===== src/rtl/branch_resolve_id_pkg.sv =====
// Shared opcode/funct constants and ID-stage resolver state encoding.
package branch_resolve_id_pkg;

   localparam logic [5:0] OP_SPECIAL   = 6'h00;
   localparam logic [5:0] OP_BLTZ_BGEZ = 6'h01;
   localparam logic [5:0] OP_BEQ       = 6'h04;
   localparam logic [5:0] OP_BNE       = 6'h05;
   localparam logic [5:0] OP_BLEZ      = 6'h06;
   localparam logic [5:0] OP_BGTZ      = 6'h07;
   localparam logic [5:0] FUNCT_JR     = 6'h08;
   localparam logic [5:0] FUNCT_JALR   = 6'h09;

   typedef enum logic [1:0] {
      RUN  = 2'd0,
      WAIT = 2'd1,
      PEND = 2'd2
   } state_t;

endpackage


===== src/rtl/branch_cond_eval.sv =====
// Combinational conditional-branch decode and signed condition evaluation.
module branch_cond_eval
   import branch_resolve_id_pkg::*;
(
   input  logic [5:0]  op,
   input  logic [4:0]  rt,
   input  logic [31:0] rsv,
   input  logic [31:0] rtv,
   output logic        is_branch,
   output logic        taken
);

   always_comb begin
      is_branch = 1'b0;
      taken     = 1'b0;
      case (op)
         OP_BEQ: begin
            is_branch = 1'b1;
            taken     = (rsv == rtv);
         end
         OP_BNE: begin
            is_branch = 1'b1;
            taken     = (rsv != rtv);
         end
         OP_BLEZ: begin
            if (rt == 5'd0) begin
               is_branch = 1'b1;
               taken     = ($signed(rsv) <= 32'sd0);
            end
         end
         OP_BGTZ: begin
            if (rt == 5'd0) begin
               is_branch = 1'b1;
               taken     = ($signed(rsv) > 32'sd0);
            end
         end
         OP_BLTZ_BGEZ: begin
            // rt selects the variant: 0 = BLTZ, 1 = BGEZ
            if (rt == 5'd0) begin
               is_branch = 1'b1;
               taken     = ($signed(rsv) < 32'sd0);
            end else if (rt == 5'd1) begin
               is_branch = 1'b1;
               taken     = ($signed(rsv) >= 32'sd0);
            end
         end
         default: begin
            is_branch = 1'b0;
            taken     = 1'b0;
         end
      endcase
   end

endmodule


===== src/rtl/branch_resolve_id.sv =====
// ID-stage IF/ID register with branch/jr resolution and redirect/flush back to IF.
// Optional statistics counters enabled by defining BRANCH_STATS_EN.
module branch_resolve_id
   import branch_resolve_id_pkg::*;
#(
   parameter logic [31:0] MAX_INSADDR = 32'hffff_fff8,
   parameter int unsigned CNT_W       = 16
) (
   input  logic             clk,
   input  logic             rst,
   input  logic             stall,
   input  logic [31:0]      IF_PC,
   input  logic [31:0]      IF_INS,
   input  logic             IF_pred_taken,
   input  logic [31:0]      rsv,
   input  logic [31:0]      rtv,
   input  logic             opnd_ready,
   output logic [31:0]      ID_PC,
   output logic [31:0]      ID_INS,
   output logic             ID_valid,
   output logic             ID_branch_ins,
   output logic             ID_branch_taken,
   output logic             ID_jr_ins,
   output logic             redirect,
   output logic [31:0]      redirect_addr,
   output logic             stall_req,
   output logic [CNT_W-1:0] branch_cnt,
   output logic [CNT_W-1:0] mispredict_cnt
);

   logic [31:0] id_pc_q, id_pc_d;
   logic [31:0] id_ins_q, id_ins_d;
   logic        id_pred_q, id_pred_d;
   logic        id_valid_q, id_valid_d;
   state_t      state_q, state_d;
   logic [31:0] pend_addr_q, pend_addr_d;

   logic [5:0]  op, funct;
   logic [4:0]  rt, rd, shamt;
   logic [15:0] imm;
   logic        br_raw, taken_raw;
   logic        is_br, is_jr;
   logic [31:0] fallthrough, target;

   assign op    = id_ins_q[31:26];
   assign rt    = id_ins_q[20:16];
   assign rd    = id_ins_q[15:11];
   assign shamt = id_ins_q[10:6];
   assign funct = id_ins_q[5:0];
   assign imm   = id_ins_q[15:0];

   branch_cond_eval u_cond (
      .op        (op),
      .rt        (rt),
      .rsv       (rsv),
      .rtv       (rtv),
      .is_branch (br_raw),
      .taken     (taken_raw)
   );

   assign is_br = id_valid_q & br_raw;
   assign is_jr = id_valid_q & (op == OP_SPECIAL) & (rt == 5'd0) & (shamt == 5'd0) &
                  (((funct == FUNCT_JR) & (rd == 5'd0)) | (funct == FUNCT_JALR));

   assign fallthrough = (id_pc_q < MAX_INSADDR) ? id_pc_q + 32'd4 : id_pc_q;
   assign target      = id_pc_q + 32'd4 + {{14{imm[15]}}, imm, 2'b00};

   always_comb begin
      state_d       = state_q;
      pend_addr_d   = pend_addr_q;
      stall_req     = 1'b0;
      redirect      = 1'b0;
      redirect_addr = '0;
      case (state_q)
         RUN, WAIT: begin
            if (is_br || is_jr) begin
               if (!opnd_ready) begin
                  stall_req = 1'b1;
                  state_d   = WAIT;
               end else begin
                  state_d = RUN;
                  if (is_jr) begin
                     redirect      = 1'b1;
                     redirect_addr = rsv;
                  end else begin
                     redirect      = (taken_raw != id_pred_q);
                     redirect_addr = taken_raw ? target : fallthrough;
                  end
                  // a redirect blocked by stall is parked so it survives operand changes
                  if (redirect && stall) begin
                     state_d     = PEND;
                     pend_addr_d = redirect_addr;
                  end
               end
            end else begin
               state_d = RUN;
            end
         end
         PEND: begin
            redirect      = 1'b1;
            redirect_addr = pend_addr_q;
            if (!stall) state_d = RUN;
         end
         default: state_d = RUN;
      endcase
   end

   always_comb begin
      id_pc_d    = id_pc_q;
      id_ins_d   = id_ins_q;
      id_pred_d  = id_pred_q;
      id_valid_d = id_valid_q;
      if (!stall) begin
         id_pc_d = IF_PC;
         if (redirect) begin
            id_ins_d   = '0;
            id_pred_d  = 1'b0;
            id_valid_d = 1'b0;
         end else begin
            id_ins_d   = IF_INS;
            id_pred_d  = IF_pred_taken;
            id_valid_d = 1'b1;
         end
      end
   end

   always_ff @(posedge clk or negedge rst) begin
      if (!rst) begin
         id_pc_q     <= '0;
         id_ins_q    <= '0;
         id_pred_q   <= 1'b0;
         id_valid_q  <= 1'b0;
         state_q     <= RUN;
         pend_addr_q <= '0;
      end else begin
         id_pc_q     <= id_pc_d;
         id_ins_q    <= id_ins_d;
         id_pred_q   <= id_pred_d;
         id_valid_q  <= id_valid_d;
         state_q     <= state_d;
         pend_addr_q <= pend_addr_d;
      end
   end

   assign ID_PC           = id_pc_q;
   assign ID_INS          = id_ins_q;
   assign ID_valid        = id_valid_q;
   assign ID_branch_ins   = is_br;
   assign ID_branch_taken = is_br & taken_raw;
   assign ID_jr_ins       = is_jr;

`ifdef BRANCH_STATS_EN
   logic [CNT_W-1:0] branch_cnt_q, branch_cnt_d;
   logic [CNT_W-1:0] mispredict_cnt_q, mispredict_cnt_d;
   logic             pend_br_q, pend_br_d;
   logic             br_inc, mis_inc;

   always_comb begin
      br_inc    = 1'b0;
      mis_inc   = 1'b0;
      pend_br_d = pend_br_q;
      if (state_q == PEND) begin
         br_inc  = !stall && pend_br_q;
         mis_inc = !stall && pend_br_q;
      end else begin
         // a stalled branch stays in ID and is counted when it finally advances
         br_inc  = is_br && opnd_ready && !stall;
         mis_inc = is_br && opnd_ready && !stall && redirect;
         if (state_d == PEND) pend_br_d = is_br;
      end
      branch_cnt_d     = branch_cnt_q;
      mispredict_cnt_d = mispredict_cnt_q;
      if (br_inc && (branch_cnt_q != '1))      branch_cnt_d     = branch_cnt_q + 1'b1;
      if (mis_inc && (mispredict_cnt_q != '1)) mispredict_cnt_d = mispredict_cnt_q + 1'b1;
   end

   always_ff @(posedge clk or negedge rst) begin
      if (!rst) begin
         branch_cnt_q     <= '0;
         mispredict_cnt_q <= '0;
         pend_br_q        <= 1'b0;
      end else begin
         branch_cnt_q     <= branch_cnt_d;
         mispredict_cnt_q <= mispredict_cnt_d;
         pend_br_q        <= pend_br_d;
      end
   end

   assign branch_cnt     = branch_cnt_q;
   assign mispredict_cnt = mispredict_cnt_q;
`else
   assign branch_cnt     = '0;
   assign mispredict_cnt = '0;
`endif

endmodule


===== config.mk =====
export PLATFORM = sky130hd
export DESIGN_NAME = branch_resolve_id
export DESIGN_NICKNAME = d
export VERILOG_FILES = /design/src/rtl/branch_resolve_id_pkg.sv /design/src/rtl/branch_cond_eval.sv /design/src/rtl/branch_resolve_id.sv
export SDC_FILE = /design/constraint.sdc
export NUM_CORES = 1
export LEC_CHECK = 0
export ABC_AREA = 1
export CAP_MARGIN = 30
export CORE_MARGIN = 1.5
export CORE_UTILIZATION = 40
export CTS_CLUSTER_DIAMETER = 150
export DETAILED_ROUTE_END_ITERATION = 10
export PLACE_DENSITY = 0.8
export SETUP_SLACK_MARGIN = 0.15
export SYNTH_ARGS = -nofsm -noshare
export SYNTH_HDL_FRONTEND = slang
export SYNTH_SLANG_ARGS = --single-unit

===== constraint.sdc =====
create_clock -name clk -period 10.72 [get_ports clk]
set_clock_uncertainty 0.05 [all_clocks]
set_input_delay 2.144 -clock clk [delete_from_list [all_inputs] [get_ports clk]]
set_output_delay 2.144 -clock clk [all_outputs]
set_load 0.05 [all_outputs]

==> images/clock_wires.png <==
Bar = 50 um.
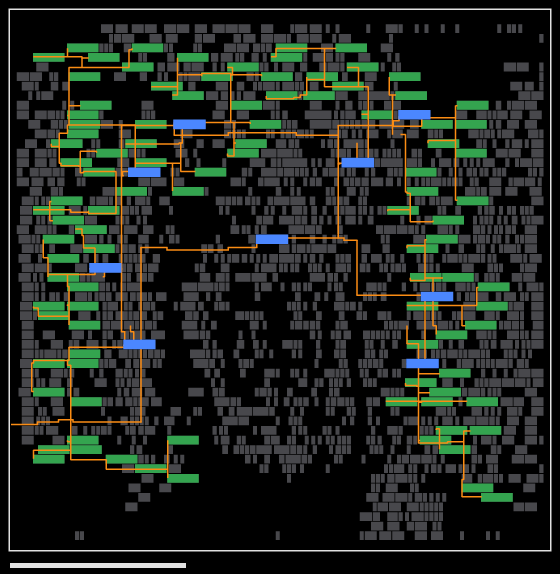
legend:
  orange:
    item: clock wires
    length: 1380 um
  green:
    item: flip-flops
    count: 100
  blue:
    item: clock-net drivers
    count: 9
flops lie: spread over the die
routed clock nets: 10
clk latency late pin: 0.37 ns
power share of the clock group: 24.0%
clock-net power: 0.000334 W

==> images/class_map.png <==
Bar = 50 um.
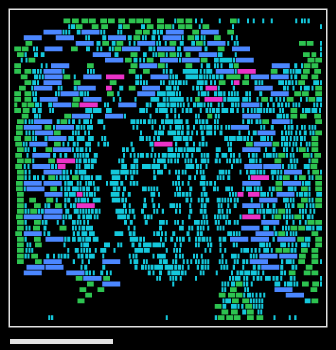
legend:
  magenta:
    class: clock drivers and dummy loads
    cells: 16
    share_of_their_area: 2.7%
  blue:
    class: registers
    cells: 100
    share_of_their_area: 22%
  cyan:
    class: remaining logic cells
    cells: 1277
    share_of_their_area: 54%
  green:
    class: remaining buffers and delay cells
    cells: 241
    share_of_their_area: 21%
site row count: 54
post-route cell area: 11800 um2

==> images/gates.png <==
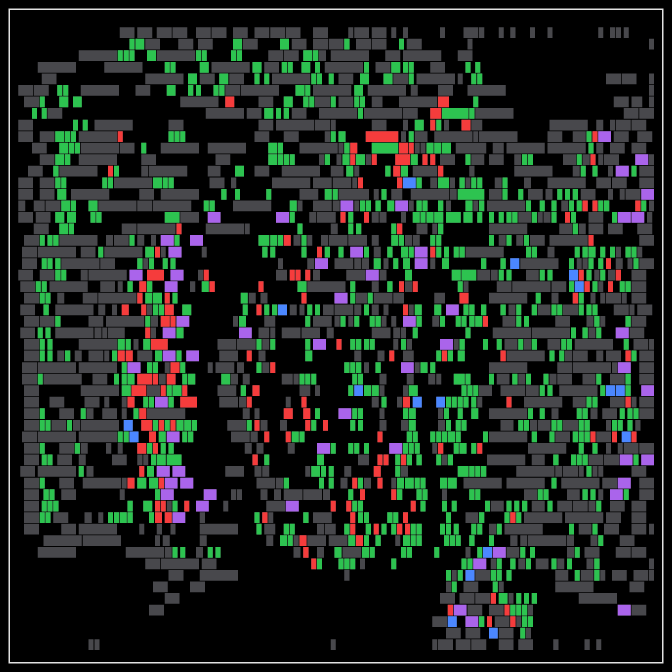
legend:
  blue:
    family: and/or cells
    cells: 17
  green:
    family: nand cells
    cells: 677
    where: spread over the die
  purple:
    family: xor and xnor cells
    cells: 59
  red:
    family: nor cells
    cells: 146
most used logic cell in the final layout: nand2_1
non-filler cells, final: 1914
Comb area share: 48.2%

==> impl_metrics.py <==
# Physical implementation metrics
metrics = {
    "clock_tree": {
        "cts_tree": "done",
        "cts_resized": 0,
        "cts_setup_buffers": 0,
        "cts_root_buf": "clkbuf_16",
        "clk_pin_slew_ns": 0.07,
        "clkSinkCount": 100,
        "h-tree-depth": 3,
        "clockBufferDepth": 2,
        "cts_hold_buf": 0,
    },
    "global_routing": {
        "grt_pass1_vias": 9058,
        "grt_max_degree": 79,
        "grt_util_met2_pct": 39.5,
        "antenna_found_initial": 0,
        "grt_overflow_total": 0,
        "grt_pass1_wl_mm": 47.5,
    },
    "synth": {
        "avgSynthCellArea_um2": 6.38,
        "top_area_share_pct": 27.6,
        "mux_share_pct": 0,
        "syn-cell-area_um2": 9070,
        "top_area_cell": "dfrtp_1",
        "simple_gate_area_share_pct": 39.8,
        "ys_seq_share_pct": 27.6,
        "edf_count": 0,
        "synthAdderAreaFrac_pct": 4.77,
        "top_cells_by_area": "dfrtp_1, nand2_1, inv_1",
        "aoi_share_pct": 11.0,
        "ys_warn_count": 0,
        "synth_top_cell_by_count": "nand2_1",
        "synthDistinctLibCells": 45,
        "ff_type": "dfrtp_1",
        "synthArstFlopShare_pct": 100,
        "synthTopLogicFamily": "simple AND/OR/NAND/NOR gates",
        "ys_cells": 1422,
    },
    "power": {
        "max-vdd-ir-drop_uv": 75.4,
        "p_int_w": 0.000794,
        "comb_cell_power_w": 0.000587,
        "power.density_nw_per_um2": 118,
        "power.group.top": "combinational cells",
        "switchingPower_w": 0.000593,
        "p_leak_nw": 5.77,
        "combPwrFrac_pct": 42.3,
        "total_power_w": 0.00139,
        "netSwitchingFraction_pct": 42.8,
    },
    "layout": {
        "clk_share_pct": 2.58,
        "nets": 1796,
        "drive_above_1_share_pct": 5.88,
        "largest_class": "multi-input combinational cells",
        "n_all_buffers": 241,
        "clock_buffers": 9,
        "n_fill_cell": 2193,
        "seq_cell_count": 100,
        "diodes": 0,
        "final_cell_mix": "nand2_1, clkdlybuf4s50_1, inv_1",
        "buffer_area_share_pct": 20.4,
        "syn2layout_area_growth_pct": 29.7,
        "flop_area_um2": 2500,
        "logic_area_um2": 5670,
        "nonClockInverterCount": 142,
        "comb.multi_input.count": 1135,
    },
    "worst_hold_path": {
        "worstHoldStart": "pend_addr_q[11]",
        "min_to": "pend_addr_q[11]",
        "hp-class": "reg2reg",
        "hold_depth": 2,
    },
    "drt": {
        "dr.max_layer_used": "met4",
        "first_pass_iters": 7,
        "wire_per_inst_um": 15.7,
        "met1_length_mm": 14.0,
        "viasPerCell": 5.09,
        "drc_errors": 0,
        "num_vias": 9744,
        "met2WireLength_mm": 13.3,
        "final_antenna_net_count": 0,
        "drtIter0Drc": 641,
        "routed_wl_mm": 30.0,
    },
    "setup_path": {
        "cp_max_fo": 35,
        "worstPathArrival_ns": 5.87,
        "r2r_slack_ns": 6.87,
        "crit_family": "simple AND/OR/NAND/NOR gates",
        "path_cells": "clkdlybuf4s50_1, xnor2_1, nand2_1, nor2_1, nand2_1, nor2_1, nand2_1, nand2_1, nand2_1, inv_2, nand3_2, nand2_1, nand3_2, nand2_2, nand2_1, clkdlybuf4s50_1",
        "r2r_cells": 24,
        "start_kind": "input port",
        "cp.required_ns": 8.53,
        "end_kind": "primary output",
        "slowest_delay_ns": 0.74,
        "cp_num_cells": 16,
        "endpoint": "redirect",
        "critical_path.startpoint": "rsv[14]",
        "crit_path_frequent_cell": "nand2_1",
        "worstReg2RegStart": "ID_PC[2]",
        "critPathSlowestCell": "clkdlybuf4s50_1",
    },
    "timing": {
        "finalHoldViolations": 0,
        "tightest_slew_ns": 0.858,
        "finalCritPeriodShare_pct": 75.2,
        "setup_viol": 0,
        "fin_crit_ns": 8.06,
        "timing.final.ws_setup_ns": 2.66,
        "drv_slew": 0,
        "fmax_mhz": 124,
        "relSlewSlack_pct": 42.8,
    },
    "die": {
        "die_w_um": 154,
        "die_h_um": 154,
        "floorplan.core_util_pct": 41.2,
        "coreArea_um2": 22000,
        "dieArea_um2": 23600,
        "num_tap_cells": 280,
    },
    "place": {
        "place_congestion": 0.925,
        "dp.cells": 1897,
        "place_area_um2": 11400,
        "place_ws_ns": 2.64,
        "dp_hpwl_mm": 23.9,
        "port_buffers": 234,
    },
    "flow_run": {
        "warning_count": 29,
        "cap_violations": 0,
    },
    "outcome": {
        "status": "complete, no violations",
    },
}
==> images/ff_map.png <==
Bar = 50 um.
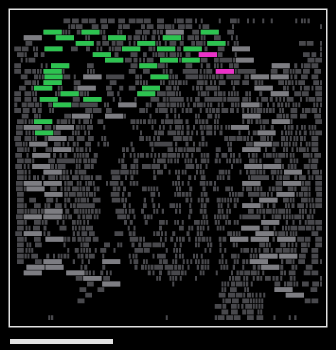
legend:
  magenta:
    netlist_name: state_q
    sequential_cells: 2
  green:
    netlist_name: ID_INS
    sequential_cells: 32
not coloured: 66
Seq area share: 21.3%
Final Core Density: 53.4%

==> images/congestion_map.png <==
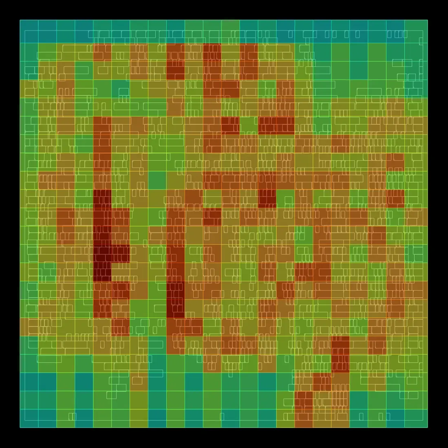
met1 usage: 35.6%
total track usage: 25.1%

Power is estimated from default activity; no workload was simulated.
